`config.mk`:
```
export PLATFORM = sky130hd
export DESIGN_NAME = hamming_enc_tx
export DESIGN_NICKNAME = d
export VERILOG_FILES = /design/src/rtl/hamming_enc_tx.sv
export SDC_FILE = /design/constraint.sdc
export NUM_CORES = 1
export LEC_CHECK = 0
export CAP_MARGIN = 20
export CORE_ASPECT_RATIO = 2
export CORE_UTILIZATION = 28
export CTS_CLUSTER_DIAMETER = 30
export DETAILED_ROUTE_END_ITERATION = 12
export GPL_TIMING_DRIVEN = 0
export PLACE_DENSITY = 0.52
export REMOVE_ABC_BUFFERS = 1
export SYNTH_ARGS = -nofsm -noshare
export SYNTH_HDL_FRONTEND = slang
export SYNTH_SLANG_ARGS = --single-unit
```
`constraint.sdc`:
```
create_clock -name clk -period 2.24 [get_ports clk]
set_input_delay 0.448 -clock clk [delete_from_list [all_inputs] [get_ports clk]]
set_output_delay 0.448 -clock clk [all_outputs]
set_load 0.03 [all_outputs]
```
`src/rtl/hamming_enc_tx.sv`:
```
// Byte-to-Hamming(7,4) transmitter: each accepted byte leaves as two codewords,
// low nibble first, with an optional one-shot single-bit fault injection.
module hamming_enc_tx (
    input  logic        clk,
    input  logic        rst,
    input  logic [7:0]  in_data,
    input  logic        in_valid,
    output logic        in_ready,
    output logic [6:0]  out_data,
    output logic        out_valid,
    input  logic        out_ready,
    input  logic        inj_arm,
    input  logic [2:0]  inj_pos,
    output logic        inj_pending,
    output logic [15:0] cw_count
);

    // Handshake: a transfer happens on a rising edge where valid && ready.
    // valid never waits on ready, and the payload is held while valid && !ready.
    typedef enum logic [1:0] {
        S_EMPTY = 2'd0,
        S_LO    = 2'd1,
        S_HI    = 2'd2
    } state_t;

    state_t      state_q, state_d;
    logic [7:0]  byte_q, byte_d;
    logic        inj_pend_q, inj_pend_d;
    logic [2:0]  inj_pos_q, inj_pos_d;
    logic [15:0] cnt_q, cnt_d;

    logic        in_xfer;
    logic        out_xfer;
    logic [3:0]  nibble;
    logic [6:0]  clean_cw;
    logic [6:0]  inj_mask;

    function automatic logic [6:0] enc(input logic [3:0] d);
        logic [6:0] c;
        c    = '0;
        c[2] = d[3];
        c[4] = d[2];
        c[5] = d[1];
        c[6] = d[0];
        c[0] = c[2] ^ c[4] ^ c[6];
        c[1] = c[2] ^ c[5] ^ c[6];
        c[3] = c[4] ^ c[5] ^ c[6];
        return c;
    endfunction

    assign in_xfer  = in_valid && in_ready;
    assign out_xfer = out_valid && out_ready;

    // State register
    always_ff @(posedge clk or posedge rst) begin
        if (rst) begin
            state_q    <= S_EMPTY;
            byte_q     <= '0;
            inj_pend_q <= 1'b0;
            inj_pos_q  <= '0;
            cnt_q      <= '0;
        end else begin
            state_q    <= state_d;
            byte_q     <= byte_d;
            inj_pend_q <= inj_pend_d;
            inj_pos_q  <= inj_pos_d;
            cnt_q      <= cnt_d;
        end
    end

    // Next-state logic
    always_comb begin
        state_d = state_q;
        case (state_q)
            S_EMPTY: if (in_xfer) state_d = S_LO;
            S_LO:    if (out_xfer) state_d = S_HI;
            S_HI: begin
                if (out_xfer) state_d = in_xfer ? S_LO : S_EMPTY;
            end
            default: state_d = S_EMPTY;
        endcase
    end

    always_comb begin
        byte_d = in_xfer ? in_data : byte_q;
        cnt_d  = out_xfer ? cnt_q + 16'd1 : cnt_q;
    end

    // A new request wins over the clear, so a request coinciding with a
    // transfer only affects the following codeword.
    always_comb begin
        inj_pend_d = inj_pend_q;
        inj_pos_d  = inj_pos_q;
        if (inj_arm && inj_pos != 3'd7) begin
            inj_pend_d = 1'b1;
            inj_pos_d  = inj_pos;
        end else if (out_xfer) begin
            inj_pend_d = 1'b0;
        end
    end

    // Output logic: registered state and out_ready only
    always_comb begin
        in_ready  = 1'b0;
        out_valid = 1'b0;
        nibble    = byte_q[3:0];
        case (state_q)
            S_EMPTY: in_ready = 1'b1;
            S_LO: begin
                out_valid = 1'b1;
                nibble    = byte_q[3:0];
            end
            S_HI: begin
                out_valid = 1'b1;
                in_ready  = out_ready;
                nibble    = byte_q[7:4];
            end
            default: in_ready = 1'b0;
        endcase
    end

    assign clean_cw    = enc(nibble);
    assign inj_mask    = inj_pend_q ? (7'd1 << inj_pos_q) : 7'd0;
    assign out_data    = out_valid ? (clean_cw ^ inj_mask) : 7'd0;
    assign inj_pending = inj_pend_q;
    assign cw_count    = cnt_q;

endmodule

```
Clock nets:
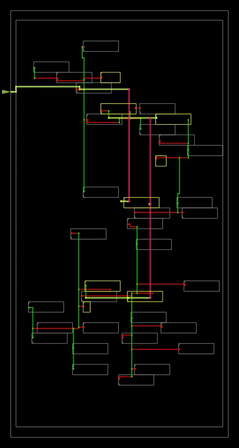
count of flip-flops and latches: 30
number of clock buffers in the layout: 6

Placement by cell class:
Scale bar: 20 µm. Fill, decap, tap and diode cells in grey.
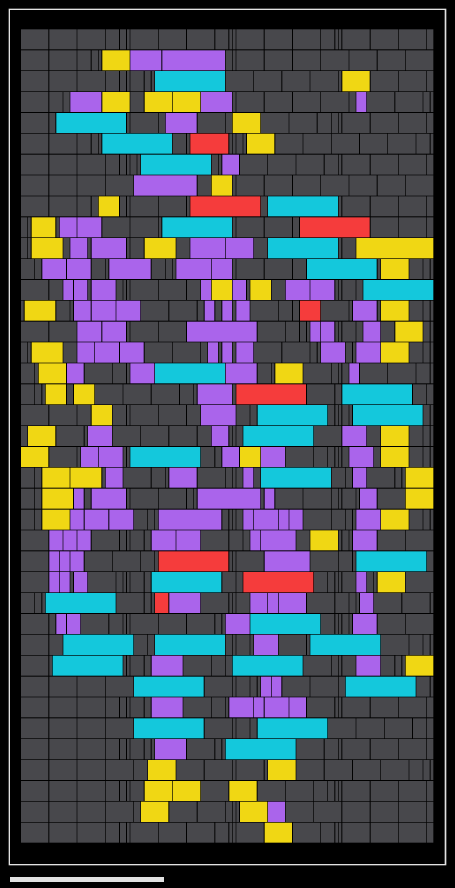
[yellow] remaining buffers and delay cells | cells: 49
[purple] combinational and other logic | cells: 116
[red] clock drivers and dummy loads | cells: 8
[cyan] sequential cells | cells: 30

Sequential cells coloured by netlist name:
Other sequential cells in the stronger grey, the rest of the logic in the fainter grey.
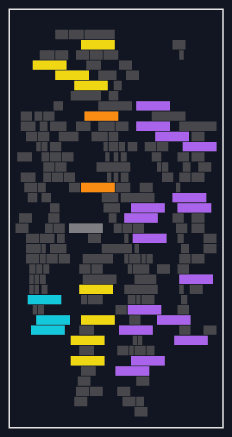
[orange] `state_q` | flops: 2
[purple] `cw_count` | flops: 16
[cyan] `inj_pos_q` | flops: 3
[yellow] `byte_q` | flops: 8

PDN straps and rails:
Pins as bars on the die edge.
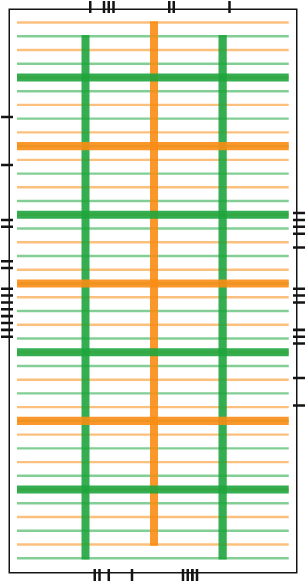
[green] VSS
[orange] VDD
met1 rails: 40
met4 straps: 3
rows: 39
met5 straps: 7
signal pins: 42

==> flow_results.xml <==
<?xml version="1.0" encoding="UTF-8"?>
<metrics>
  <group name="status">
    <metric name="run_status" unit="">finished with violations</metric>
    <metric name="violations" unit="">negative setup slack</metric>
  </group>
  <group name="floorplanning">
    <metric name="die_width" unit="µm">56.6</metric>
    <metric name="dieHeight" unit="µm">111</metric>
    <metric name="initial_core_util" unit="%">29.3</metric>
  </group>
  <group name="sta">
    <metric name="worst_slew_pin_slew" unit="ns">0.496</metric>
    <metric name="timing.final.max_slew_violations" unit="">0</metric>
    <metric name="grt_setup_unrepaired" unit="">true</metric>
    <metric name="finClkSkew" unit="ns">0.00602</metric>
    <metric name="slew_headroom" unit="%">66.9</metric>
    <metric name="worst_slack" unit="ns">-0.108</metric>
    <metric name="final_setup_viols" unit="">6</metric>
  </group>
  <group name="synth">
    <metric name="total_standard_cell_area_after_synthesis" unit="mm²">0.00167</metric>
    <metric name="async_flop_share" unit="%">100</metric>
    <metric name="yosysWarningCount" unit="">0</metric>
    <metric name="synth-edff-count" unit="">0</metric>
    <metric name="postSynthSeqShare" unit="%">44.9</metric>
    <metric name="post_synth_xor_area_fraction" unit="%">14.7</metric>
    <metric name="ys_top_cells_by_count" unit="">dfrtp_1 (30), xnor2_1 (21), nand2_1 (16)</metric>
  </group>
  <group name="worst_hold_path">
    <metric name="path_category_of_the_worst_min_delay_check" unit="">reg -&gt; reg</metric>
    <metric name="min_delay_worst_endpoint" unit="">cw_count[15]</metric>
  </group>
  <group name="setup_path">
    <metric name="r2r_start" unit="">state_q[1]</metric>
    <metric name="r2r-end" unit="">cw_count[10]</metric>
    <metric name="timing.critical_path.arrival" unit="ns">1.90</metric>
    <metric name="cp-startpoint" unit="">state_q[0]</metric>
  </group>
  <group name="power">
    <metric name="overall_power_consumption" unit="mW">3.46</metric>
  </group>
  <group name="detailed_routing">
    <metric name="routed.top_layer" unit="">met4</metric>
    <metric name="routed_via_density" unit="">4.80</metric>
  </group>
  <group name="final_layout">
    <metric name="register_area" unit="µm²">751</metric>
    <metric name="non_clk_bufs" unit="">49</metric>
    <metric name="sh_comb_area" unit="%">37.7</metric>
  </group>
  <group name="clock_network">
    <metric name="cts_htree_levels" unit="">2</metric>
  </group>
  <group name="grt">
    <metric name="globalRouteTotalUtil" unit="%">13.7</metric>
  </group>
  <group name="placement">
    <metric name="place_congestion" unit="">0.732</metric>
  </group>
</metrics>
power by group:
group,internal (mW),leakage (nW),total (mW),switching (mW)
clock network,0.439,0.0729,0.672,0.234
logic,0.930,0.566,1.90,0.971
registers,0.688,0.380,0.884,0.196
cell usage in the layout, fill, tap and decap left out, drive strengths merged, types with 7 or more instances in the layout:
cell type,instances
clkdlybuf4s50,32
dfrtp,30
xnor2,21
nand2,18
buf,15
mux2,9
and2,8
xor2,7
inv,7
worst max-delay path, stage by stage (launching register included):
cell and delay (ns):
dfrtp_1 0.39, inv_2 0.09, ha_4 0.24, mux2i_4 0.31
xnor2_1 0.17, xnor2_1 0.13, and2_1 0.14, buf_4 0.16
what timing repair did:
action / in CTS / in global routing
endpoints found under the setup margin: 9 / 8
pin swaps: 3 / 2
gates resized: 46 / 12
buffers inserted: 3 / 4
Power is estimated from default activity; no workload was simulated.
